$ cat src/rtl/uart_tx_ctrl.sv
// UART transmit sequencer: steps an external 4:1 line mux (sel) through start/data/parity/stop.
// Define UART_TX_PARITY_EN to insert one parity bit between the data and stop bits.
module uart_tx_ctrl #(
    parameter int unsigned DATA_WIDTH = 8,
    parameter int unsigned STOP_BITS  = 1
) (
    input  logic                  clk,
    input  logic                  rst_n,
    input  logic                  baud_tick,
    input  logic                  tx_start,
    input  logic [DATA_WIDTH-1:0] tx_data,
    input  logic                  parity_odd,
    output logic [1:0]            sel,
    output logic                  start_bit,
    output logic                  stop_bit,
    output logic                  data_bit,
    output logic                  parity_bit,
    output logic                  busy,
    output logic                  done
);

    localparam int unsigned      CNT_W     = $clog2(DATA_WIDTH);
    localparam logic [CNT_W-1:0] LAST_BIT  = CNT_W'(DATA_WIDTH - 1);
    localparam logic             LAST_STOP = 1'(STOP_BITS - 1);

    typedef enum logic [2:0] {
        StIdle,
        StStart,
        StData,
        StParity,
        StStop
    } state_e;

    state_e                r_state;
    state_e                w_state_next;
    logic [DATA_WIDTH-1:0] r_shift;
    logic [CNT_W-1:0]      r_bit_cnt;
    logic                  r_stop_cnt;
    logic                  r_busy;
    logic                  r_done;
    logic                  w_accept;
    logic                  w_frame_end;

    // busy doubles as the pending-request flag while the FSM still sits in idle
    assign w_accept    = tx_start && !r_busy;
    assign w_frame_end = baud_tick && (r_state == StStop) && (r_stop_cnt == LAST_STOP);

    always_ff @(posedge clk or negedge rst_n) begin
        if (!rst_n) begin
            r_state <= StIdle;
        end else begin
            r_state <= w_state_next;
        end
    end

    always_comb begin
        w_state_next = r_state;
        if (baud_tick) begin
            case (r_state)
                StIdle: begin
                    if (r_busy || tx_start) begin
                        w_state_next = StStart;
                    end
                end
                StStart: w_state_next = StData;
                StData: begin
                    if (r_bit_cnt == LAST_BIT) begin
`ifdef UART_TX_PARITY_EN
                        w_state_next = StParity;
`else
                        w_state_next = StStop;
`endif
                    end
                end
                StParity: w_state_next = StStop;
                StStop: begin
                    if (r_stop_cnt == LAST_STOP) begin
                        w_state_next = StIdle;
                    end
                end
                default: w_state_next = StIdle;
            endcase
        end
    end

    always_ff @(posedge clk or negedge rst_n) begin
        if (!rst_n) begin
            r_shift    <= '0;
            r_bit_cnt  <= '0;
            r_stop_cnt <= 1'b0;
            r_busy     <= 1'b0;
            r_done     <= 1'b0;
        end else begin
            r_done <= w_frame_end;
            if (w_accept) begin
                r_busy  <= 1'b1;
                r_shift <= tx_data;
            end else if (w_frame_end) begin
                r_busy <= 1'b0;
            end
            if (baud_tick) begin
                case (r_state)
                    StStart: r_bit_cnt <= '0;
                    StData: begin
                        r_shift   <= r_shift >> 1;
                        r_bit_cnt <= (r_bit_cnt == LAST_BIT) ? '0 : r_bit_cnt + CNT_W'(1);
                    end
                    StStop: r_stop_cnt <= (r_stop_cnt == LAST_STOP) ? 1'b0 : 1'b1;
                    default: ;
                endcase
            end
        end
    end

`ifdef UART_TX_PARITY_EN
    logic r_parity;

    // parity is fixed at acceptance so it stays stable for the whole frame
    always_ff @(posedge clk or negedge rst_n) begin
        if (!rst_n) begin
            r_parity <= 1'b0;
        end else if (w_accept) begin
            r_parity <= (^tx_data) ^ parity_odd;
        end
    end

    assign parity_bit = r_parity;
`else
    logic w_unused_parity_odd;

    assign w_unused_parity_odd = parity_odd;
    assign parity_bit          = 1'b0;
`endif

    always_comb begin
        sel = 2'b11;
        case (r_state)
            StStart:  sel = 2'b00;
            StData:   sel = 2'b01;
`ifdef UART_TX_PARITY_EN
            StParity: sel = 2'b10;
`endif
            default:  sel = 2'b11;
        endcase
        start_bit = 1'b0;
        stop_bit  = 1'b1;
        data_bit  = r_busy ? r_shift[0] : 1'b1;
        busy      = r_busy;
        done      = r_done;
    end

endmodule

$ cat config.mk
export PLATFORM = sky130hd
export DESIGN_NAME = uart_tx_ctrl
export DESIGN_NICKNAME = d
export VERILOG_FILES = /design/src/rtl/uart_tx_ctrl.sv
export SDC_FILE = /design/constraint.sdc
export NUM_CORES = 1
export LEC_CHECK = 0
export CORE_ASPECT_RATIO = 0.7
export CORE_MARGIN = 2
export CORE_UTILIZATION = 40
export DETAILED_ROUTE_END_ITERATION = 6
export GPL_TIMING_DRIVEN = 0
export PLACE_DENSITY = 0.76
export SLEW_MARGIN = 0
export SYNTH_ARGS = -nofsm -noshare
export SYNTH_HDL_FRONTEND = slang
export SYNTH_SLANG_ARGS = --single-unit
$ cat constraint.sdc
create_clock -name clk -period 1.38 [get_ports clk]
set_input_delay 0.345 -clock clk [delete_from_list [all_inputs] [get_ports clk]]
set_output_delay 0.345 -clock clk [all_outputs]
set_load 0.01 [all_outputs]
==> ci_impl_report.md, run 1 <==
### Flow metrics

| Metric | Value |
|---|---|
| Top cells by area | `dfrtp_1 (47%), mux2i_1 (9.3%), o21ai_0 (4.7%), nand2_1 (4.4%), buf_4 (3.5%)` |
| Yosys top cell area share | `0.467` |
| Reg-to-reg setup timing slack | `-110 ps` |
| Post-synth EDFFs | `0` |
| Final Max Slew Viols | `0` |
| Root buffer cell | `clkbuf_4` |
| Residual DRC | `0` |
| Total Wirelength | `1940 µm` |
| Tot Pwr | `2310 µW` |
| Synth Area per Inst | `10.2 µm²` |
| Critical Path Sink | `sel[0]` |
| Routed len/inst | `14.6 µm` |
| R2R Path Start | `r_state[0]$_DFFE_PN0P_` |
| CP max stage cell | `dfrtp_2` |
| Startpoint class of the critical path | `register` |
| FP Rows | `13` |
| Post-layout period usage | `1.17` |
| Synth cell types | `25` |
| Min Tclk post-route | `1620 ps` |
| TritonCTS buffer count | `3` |
| RSZ-0062 raised after global routing | `yes` |
| GPL Wtd Cong | `0.799` |
| Post-DP HPWL | `1380 µm` |
| Number of diodes | `0` |
| Drt pass-1 iters | `4` |
| Share of layout cells above drive strength 1 | `0.234` |
| Routed Antenna Nets | `0` |
| Initial antenna violation count | `0` |
| Cell taking the most area after synthesis | `dfrtp_1` |
| Placed Instances | `123` |
| Hold crit path type | `in -> async` |
| Clk Latency, worst-skew pair | `290 ps` |
| Die Y-Extent | `42.7 µm` |
| Max IR drop VDD | `0.814 mV` |
| Tool Warnings | `29` |
| Synth Flop Type | `dfrtp_1` |
| Nets | `~130` |
| Status | `finished with violations` |
| DR iter-0 viols | `21` |
| Core area | `1940 µm²` |
| Layout Cells excl Fill | `133` |
| Worst Tran Pin Value | `674 ps` |
| Vias per Instance | `5.21` |
| Die W | `a little under 60 µm` |
| Number of clock sinks | `16` |
| Setup TNS | `-561 ps` |
| Via count | `slightly below 700` |
| Post-route worst setup slack | `-237 ps` |
| CTS tree | `yes` |
| Failing checks | `setup timing` |
| Final setup viols | `3` |
| I/O pin count | `21` |
| R2R cell count | `6` |
| First-pass GRT wire length | `3320 µm` |
| Crit path capture type | `primary output` |
| Grt ovf | `0` |
| CP peak stage delay | `roughly 460 ps` |
| Reg-to-Reg End | `r_state[0]$_DFFE_PN0P_` |
| Ys flops | `16` |
| Worst Setup Path Type | `reg -> out` |
| Leakage | `0.000561 µW` |
| Hold Vio Cnt, Final | `0` |
| Async S/R FF share, synth | `1.00` |
| CTS Buffer Depth | `2` |
| Crit path from | `r_state[2]$_DFFE_PN0P_` |
| Critical path data arrival time | `between 1000 and 1500 ps` |
| Worst Skew | `roughly 14 ps` |
| Total GRT Usage | `0.178` |
| # port buffers | `16` |
| Syn-to-layout area delta | `33.0%` |
| Vias in the first global route | `711` |
| YS chip area | `around 860 µm²` |
| Yosys Warn Count | `0` |
[run 1: cell type report]
type / count / area, µm²
Timing Repair Buffer: 23 / 201
Clock buffer: 4 / 36.3
Buffer: 6 / 52.6
Sequential cell: 16 / 402
Multi-Input combinational cell: 59 / 409
Tap cell: 22 / 27.5
Fill cell: 170 / 796
Inverter: 3 / 11.3
[run 1: metal layers]
| layer | track usage | wire length, µm | share of wire | vias up |
|---|---|---|---|---|
| met5 | 0 | 0 | 0 | - |
| met4 | 0.0409 | 0 | 0 | 0 |
| met3 | 0.0579 | 90 | 0.046 | 0 |
| met2 | 0.295 | 962 | 0.50 | 17 |
| met1 | 0.223 | 889 | 0.46 | 336 |
| li1 | - | - | - | 340 |
[run 1: report_power, final]
| group | internal [µW] | switching, µW | total, µW |
|---|---|---|---|
| registers | 678 | 151 | 829 |
| clock network | 161 | 145 | 306 |
| logic | 591 | 585 | 1180 |
[run 1: cell usage after synthesis, types with 2 or more instances]
cell type / count
nor2_1: 3
buf_6: 2
o21ai_0: 8
conb_1: 2
o21ai_1: 3
inv_1: 3
nand2b_1: 4
a31oi_1: 2
nand2_1: 10
nor2b_1: 2
dfrtp_1: 16
o31ai_1: 3
mux2i_1: 8
o2bb2ai_1: 2
ha_1: 2
or3_1: 2
buf_4: 4
[run 1: cells by family after synthesis]
group | share of synthesized area
xor gates and xnor gates | 0.0102
muxes | 0.0934
and+or+nand+nor | 0.178
buffers and inverters | 0.0803
DFF | 0.467
AOI/OAI and AO/OA | 0.133
adders and majority gates | 0.0292
other | 0.00876
[run 1: registers in the layout (all words and copies together) (netlist names)]
name       cells
busy           1
done           1
r_bit_cnt      3
r_shift        8
r_state        3
[run 1: critical path: cells and delay by family (launching register included)]
| kind | cells | cell delay (ps) |
|---|---|---|
| and+or+nand+nor | 1 | 370 |
| DFF | 1 | 460 |
| buffers and inverters | 1 | 140 |
[run 1: placed cells by master, fill, tap and decap left out, drive strengths merged]
cell and n:
nor4b 2, o2bb2ai 2, and4bb 1, nor2b 2, ha 2, dlygate4sd2 3
o22ai 1, a31oi 2, inv 3, nand2b 4, nand2 10, o31ai 3
or3 2, and2 1, mux2i 8, o21ai 11, conb 3, and2b 1
nor2 3, dfrtp 16, xor2 1, buf 16, clkdlybuf4s50 10, clkbuf 4
[run 1: worst min path at each step]
stage,start,end,depth (start not counted)
floorplan,rst_n,busy$_DFFE_PN0P_,0
global placement,r_shift[2]$_DFF_PN0_,r_shift[1]$_DFF_PN0_,2
detailed placement,r_shift[2]$_DFF_PN0_,r_shift[1]$_DFF_PN0_,2
CTS,rst_n,r_shift[3]$_DFF_PN0_,1
global route,rst_n,r_shift[3]$_DFF_PN0_,1
finish,rst_n,r_shift[3]$_DFF_PN0_,1
[run 1: per-stage QoR]
step	area [µm²]	hold WS, ps
6_report	1140	454
5_1_grt	1140	524
4_1_cts	1130	475
3_5_place_dp	1050	466
3_3_place_gp	1050	461
2_1_floorplan	861	49.4
[run 1: repair_timing]
action,in CTS,in global routing
resized,19,6
hold buffers,0,0
setup buffers,7,0
setup endpoints to repair,6,7
pin swaps,2,2
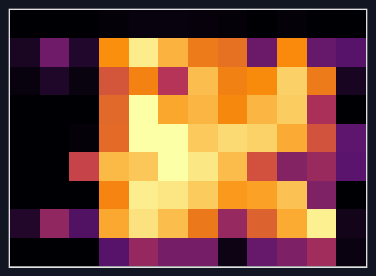
Fig. 1. Local utilization (run 1).
Scale: 6 px per µm. 12 x 9 tiles, from black (low) to pale yellow (high), 0 to 100% covered.
24% of the tiles are nearly empty. 30% of the tiles are over 75% full. The mean over all tiles is 44%. The densest ninth of the die: center. The fullest tile reaches 100%.

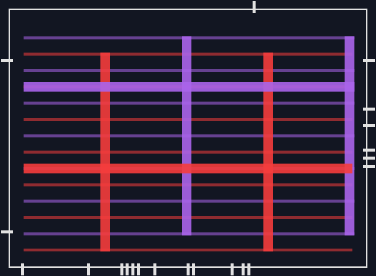
Fig. 2. Floorplan with the power grid (run 1).
Scale: 6 px per µm. Pins as bars on the die edge.
Key: VDD = purple; VSS = red
21 signal pins sit on the boundary. The core has 13 rows.

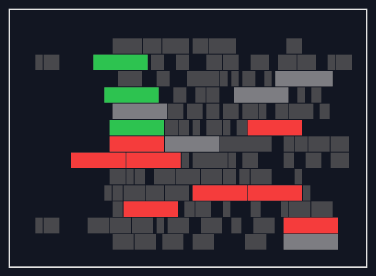
Fig. 3. Register map, names as in the netlist (run 1).
Scale: 6 px per µm.
Key: r_shift = red [sequential cells 8]; r_bit_cnt = green [sequential cells 3]
Another 5 sequential cells are not colored.

==> run 2, diff against run 1 <==
--- a/config.mk
+++ b/config.mk
@@ -9,8 +9,10 @@
 export CORE_MARGIN = 2
 export CORE_UTILIZATION = 40
 export DETAILED_ROUTE_END_ITERATION = 6
+export DONT_BUFFER_PORTS = 1
 export GPL_TIMING_DRIVEN = 0
-export PLACE_DENSITY = 0.76
+export HOLD_SLACK_MARGIN = 0.08
+export PLACE_DENSITY = 0.63
 export SLEW_MARGIN = 0
 export SYNTH_ARGS = -nofsm -noshare
 export SYNTH_HDL_FRONTEND = slang
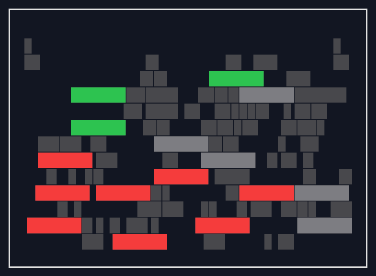
Fig. 4. Register map, names as in the netlist (run 2).
Scale: 6 px per µm.
Key: r_shift = red [sequential cells 8]; r_bit_cnt = green [sequential cells 3]

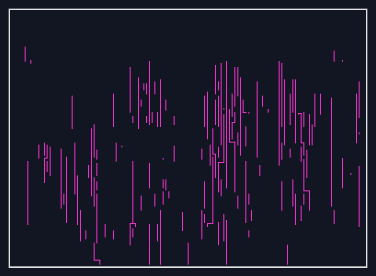
Fig. 5. Metal 2 (run 2).
Scale: 6 px per µm.
The layer carries 647 µm of wire. 87 nets have wire on it. The wires run mostly vertical. The longest straight run is 21.1 µm.

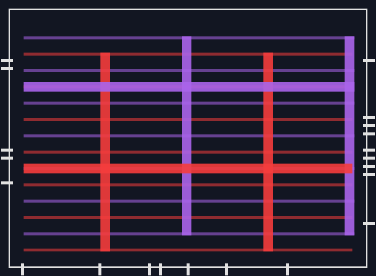
Fig. 6. Floorplan with the power grid (run 2).
Scale: 6 px per µm. Pins as bars on the die edge.
Key: VDD = purple; VSS = red
4 straps on met4. 14 met1 rails follow the rows. 21 signal pins sit on the boundary. 2 straps on met5.

==> ci_impl_report.md, run 2 <==
### Flow metrics

| Metric | Value |
|---|---|
| Status | `finished with violations` |
| Failing checks | `setup timing` |
| YS chip area | `857 µm² (unchanged)` |
| Reg with most FFs | `r_shift` |
| Startpoint class of the critical path | `register` |
| Grt ovf | `0 (unchanged)` |
| Worst Tran Pin Value | `711 ps (+37.3 ps)` |
| Synth Flop Type | `dfrtp_1` |
| Final Max Slew Viols | `0 (unchanged)` |
| Max reg flops | `8 (unchanged)` |
| CTS Buffer Depth | `2 (unchanged)` |
| Min Tclk post-route | `1530 ps (-89.4 ps)` |
| FP Rows | `13 (unchanged)` |
| Biggest registers after layout | `r_shift x8, r_bit_cnt x3, r_state x3` |
| RSZ-0062 raised after global routing | `yes` |
| Root buffer cell | `clkbuf_4` |
| Worst Setup Path Type | `reg -> out` |
| Final setup viols | `2 (-1)` |
| Total Wirelength | `1580 µm (-19%)` |
| Die W | `59.3 µm (unchanged)` |
| Max IR drop VDD | `0.859 mV (+5.6%)` |
| Synth Area per Inst | `10.2 µm² (unchanged)` |
| R2R Path Start | `r_bit_cnt[0]$_DFFE_PN0P_` |
| DR iter-0 viols | `16 (-24%)` |
| Vias in the first global route | `576 (-19%)` |
| Total GRT Usage | `0.140 (-0.0372)` |
| Cell taking the most area after synthesis | `dfrtp_1` |
| Reg-to-reg setup timing slack | `70 ps (+180 ps)` |
| Post-route worst setup slack | `-147 ps (+89.4 ps)` |
| Hold Vio Cnt, Final | `0 (unchanged)` |
| Leakage | `0.000489 µW (-13%)` |
| I/O pin count | `21 (unchanged)` |
| First-pass GRT wire length | `2600 µm (-22%)` |
| Core area | `1940 µm² (unchanged)` |
| Yosys top cell area share | `0.467 (unchanged)` |
| Initial antenna violation count | `0 (unchanged)` |
| R2R cell count | `4 (-2)` |
## run 2: cell counts after synthesis
Identical to the previous run, type by type.
## run 2: worst max-delay path by stage
stage / startpoint / endpoint / slack [ps] / cells past startpoint
final: r_state[0]$_DFFE_PN0P_ / sel[0] / -150 / 2
after global routing: r_state[0]$_DFFE_PN0P_ / sel[0] / -200 / 2
after CTS: r_state[1]$_DFFE_PN0P_ / sel[0] / -180 / 2
after detailed placement: r_state[1]$_DFFE_PN0P_ / sel[0] / 10 / 2
after global placement: r_state[1]$_DFFE_PN0P_ / sel[0] / 30 / 2
after floorplan: r_state[1]$_DFFE_PN0P_ / sel[0] / 80 / 2
## run 2: stage by stage
stage / hold slack (ps) / util / area, µm² / total power, µW
5_1_grt: 158 / 0.510 / 987 / 2210
6_report: 159 / 0.510 / 987 / 2040
2_1_floorplan: 49.4 / - / 861 / 1480
3_5_place_dp: 49.7 / 0.459 / 888 / 1630
4_1_cts: 151 / 0.507 / 981 / 2050
3_3_place_gp: 49.8 / 0.459 / 888 / 1610
## run 2: kinds of logic after synthesis
logic type	after synthesis	synth area share
other cells	2	0.00876
flops	16	0.467
xor+xnor	1	0.0102
compound gates	19	0.133
fa+ha+maj	2	0.0292
buf+inv	10	0.0803
mux	8	0.0934
simple gates	26	0.178
## run 2: final cells by class
class                      count  area (µm²)
buffer                         5        41.3
clock buffer                   3        22.5
fill                         182         948
inverter                       3        11.3
multi-input combinational     59         410
sequential                    16         400
tap                           22        27.5
timing repair buffer           9        73.8
## run 2: worst max-delay path: stages, from the launching register on
cell and delay (ps):
dfrtp_1 430, inv_2 60, or3_4 400
## run 2: metal layers
metal  GRT usage  part of all wire
met1       0.190              0.51
met2       0.202              0.41
met3      0.0610             0.071
met4      0.0409            0.0089
met5           0                 0
## run 2: timing repair
item,CTS,global route
hold buffers,1,0
buffers inserted,6,2
setup endpoints to repair,2,6
gates cloned,0,0
hold endpoints to repair,16,0
pin swaps,2,2
resized,4,5
## run 2: where the power goes
group | total, µW | internal (µW) | switching [µW]
sequential | 839 | 676 | 163
clock | 242 | 101 | 141
combinational | 960 | 499 | 461
total | 2040 | 1280 | 765
==> run 3, diff against run 2 <==
--- a/config.mk
+++ b/config.mk
@@ -12,8 +12,9 @@
 export DONT_BUFFER_PORTS = 1
 export GPL_TIMING_DRIVEN = 0
 export HOLD_SLACK_MARGIN = 0.08
-export PLACE_DENSITY = 0.63
+export PLACE_DENSITY_LB_ADDON = 0.15
 export SLEW_MARGIN = 0
 export SYNTH_ARGS = -nofsm -noshare
 export SYNTH_HDL_FRONTEND = slang
 export SYNTH_SLANG_ARGS = --single-unit
+export TNS_END_PERCENT = 100
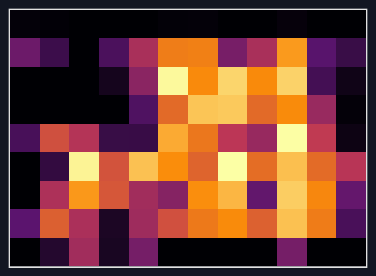
Fig. 7. Local utilization (run 3).
Scale: 6 px per µm. 12 x 9 tiles, from black (low) to pale yellow (high), 0 to 100% covered.
The fullest tile reaches 100%. The emptiest ninth of the die: upper left. 17% of the tiles are over 75% full. 28% of the tiles are nearly empty. The mean over all tiles is 38%.

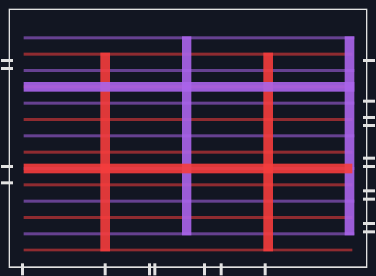
Fig. 8. Floorplan with the power grid (run 3).
Scale: 6 px per µm. Pins as bars on the die edge.
Key: VDD = purple; VSS = red
4 straps on met4. 21 signal pins sit on the boundary. 2 straps on met5. 14 met1 rails follow the rows. The core has 13 rows.

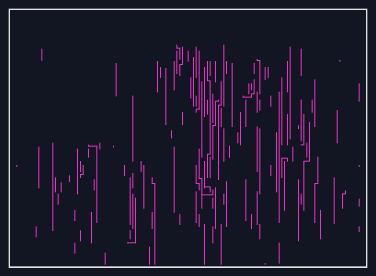
Fig. 9. Metal 2 (run 3).
Scale: 6 px per µm.
The layer holds 42% of the routed length. The longest straight run is 21.8 µm. The layer carries 666 µm of wire. The wires run mostly vertical.

==> ci_impl_report.md, run 3 <==
### Flow metrics

| Metric | Value |
|---|---|
| Max reg flops | `8 (unchanged)` |
| Cell taking the most area after synthesis | `dfrtp_1` |
| Final Max Slew Viols | `0 (unchanged)` |
| Setup TNS | `-199 ps` |
| R2R Path Start | `r_bit_cnt[0]$_DFFE_PN0P_` |
| Reg with most FFs | `r_shift` |
| Initial antenna violation count | `0 (unchanged)` |
| DR iter-0 viols | `22 (+6)` |
| Synth Area per Inst | `10.2 µm² (unchanged)` |
| Die W | `59.3 µm (unchanged)` |
| Max IR drop VDD | `0.777 mV (-9.6%)` |
| Status | `finished with violations` |
| Fa+ha+maj area frac | `0.0292 (unchanged)` |
| CP max stage cell | `dfrtp_2` |
| Reg-to-reg setup timing slack | `60 ps (about the same)` |
| MI comb area | `402 µm² (-2.1%)` |
| Max-slew headroom | `0.512` |
| Routed len/inst | `approximately 14 µm` |
| Yosys top cell area share | `0.467 (unchanged)` |
| Hold Vio Cnt, Final | `0 (unchanged)` |
| FP Rows | `13 (unchanged)` |
| Min Tclk post-route | `1490 ps (-41.7 ps)` |
| Worst Tran Pin Value | `729 ps (+18.1 ps)` |
| Top non-seq family | `simple AND/OR/NAND/NOR gates` |
| Vias per Instance | `5.28` |
| Critical path data arrival time | `~1100 ps` |
| R2R cell count | `4 (unchanged)` |
| Via count | `623` |
| Post-route worst setup slack | `-106 ps (+41.7 ps)` |
| Compound Share, Synth | `0.133 (unchanged)` |
| Total GRT Usage | `0.145 (+0.00419)` |
| YS chip area | `857 µm² (unchanged)` |
| Vias in the first global route | `596 (+3.5%)` |
| Fillers | `181 (-0.55%)` |
| Root buffer cell | `clkbuf_4` |
| First-pass GRT wire length | `2770 µm (+6.3%)` |
| Worst Setup Path Type | `reg -> out` |
| Synth mux share | `0.0934 (unchanged)` |
| Synth Flop Type | `dfrtp_1` |
| CP Cell Sequence | `or3_4` |
| Delay-heaviest family, CP | `flip-flops` |
| Core area | `1940 µm² (unchanged)` |
| Nets | `113` |
| Grt ovf | `0 (unchanged)` |
| FF+latch area | `402 µm² (+0.31%)` |
| Failing checks | `setup timing` |
| Total Wirelength | `1590 µm (+1.1%)` |
| Final setup viols | `2 (unchanged)` |
| CP peak stage delay | `460 ps (+30 ps)` |
| CP bufs+invs | `0 (-1)` |
| Leakage | `0.000488 µW (-0.16%)` |
| RSZ-0062 raised after global routing | `yes` |
| Biggest registers after layout | `r_shift x8, r_bit_cnt x3, r_state x3` |
| Startpoint class of the critical path | `register` |
| Drt pass-1 iters | `4` |
| I/O pin count | `21 (unchanged)` |
| Basic Gates by Area | `0.178 (unchanged)` |
==> run 3: cell types whose count changed in the layout (fill, tap and decap cells not counted), sizes merged <==
| cell | change |
|---|---|
| buf | +1 |
==> run 3: where the power goes <==
group,internal (µW),switching [µW],total [µW]
clock,101,146,247
combinational,510,458,968
sequential,678,162,840
total,1290,766,2060
==> run 3: final cells by class <==
| cell class | instances | area share |
|---|---|---|
| Buffer | 5 | 0.0418 |
| Inverter | 3 | 0.0114 |
| Clock buffer | 3 | 0.0228 |
| Timing Repair Buffer | 10 | 0.0824 |
| Multi-Input combinational cell | 59 | 0.407 |
| Tap cell | 22 | 0.0279 |
| Sequential cell | 16 | 0.407 |
==> run 3: worst max path at each step <==
stage                                 startpoint      to  depth (start not counted)  slack, ps
after floorplan           r_state[1]$_DFFE_PN0P_  sel[0]                          2         80
after global placement    r_state[1]$_DFFE_PN0P_  sel[0]                          2         20
after detailed placement  r_state[1]$_DFFE_PN0P_  sel[0]                          2          9
after CTS                 r_state[1]$_DFFE_PN0P_  sel[0]                          2       -170
after global routing      r_state[0]$_DFFE_PN0P_  sel[0]                          2       -160
final                     r_state[1]$_DFFE_PN0P_  sel[0]                          1       -110
==> run 3: repair_timing <==
action                                 in CTS  in global routing
setup endpoints to repair                   2                  6
resized                                     3                  5
hold buffers                                1                  0
pin swaps                                   2                  4
setup buffers                               7                  2
endpoints found under the hold margin      16                  0
==> run 3: layer usage <==
metal | GRT usage | part of all wire | up-vias
li1 | - | - | 311
met1 | 0.211 | 0.52 | 295
met2 | 0.196 | 0.42 | 17
met3 | 0.0640 | 0.064 | 0
met4 | 0.0273 | 0 | 0
met5 | 0 | 0 | -
==> run 3: per-stage QoR <==
| step | setup WS, ps | utilization | power (µW) | area (µm²) |
|---|---|---|---|---|
| 2_1_floorplan | 82.1 | - | 1480 | 861 |
| 3_3_place_gp | 18.6 | 0.459 | 1610 | 888 |
| 3_5_place_dp | 9.21 | 0.459 | 1630 | 888 |
| 4_1_cts | -174 | 0.509 | 2070 | 985 |
| 5_1_grt | -163 | 0.510 | 2260 | 987 |
| 6_report | -106 | 0.510 | 2060 | 987 |
==> run 3: kinds of logic after synthesis <==
kind of cell / Yosys count
simple gates: 26
flops: 16
fa+ha+maj: 2
compound gates: 19
buf+inv: 10
other cells: 2
xor+xnor: 1
mux: 8
Power and IR drop assume default switching activity.
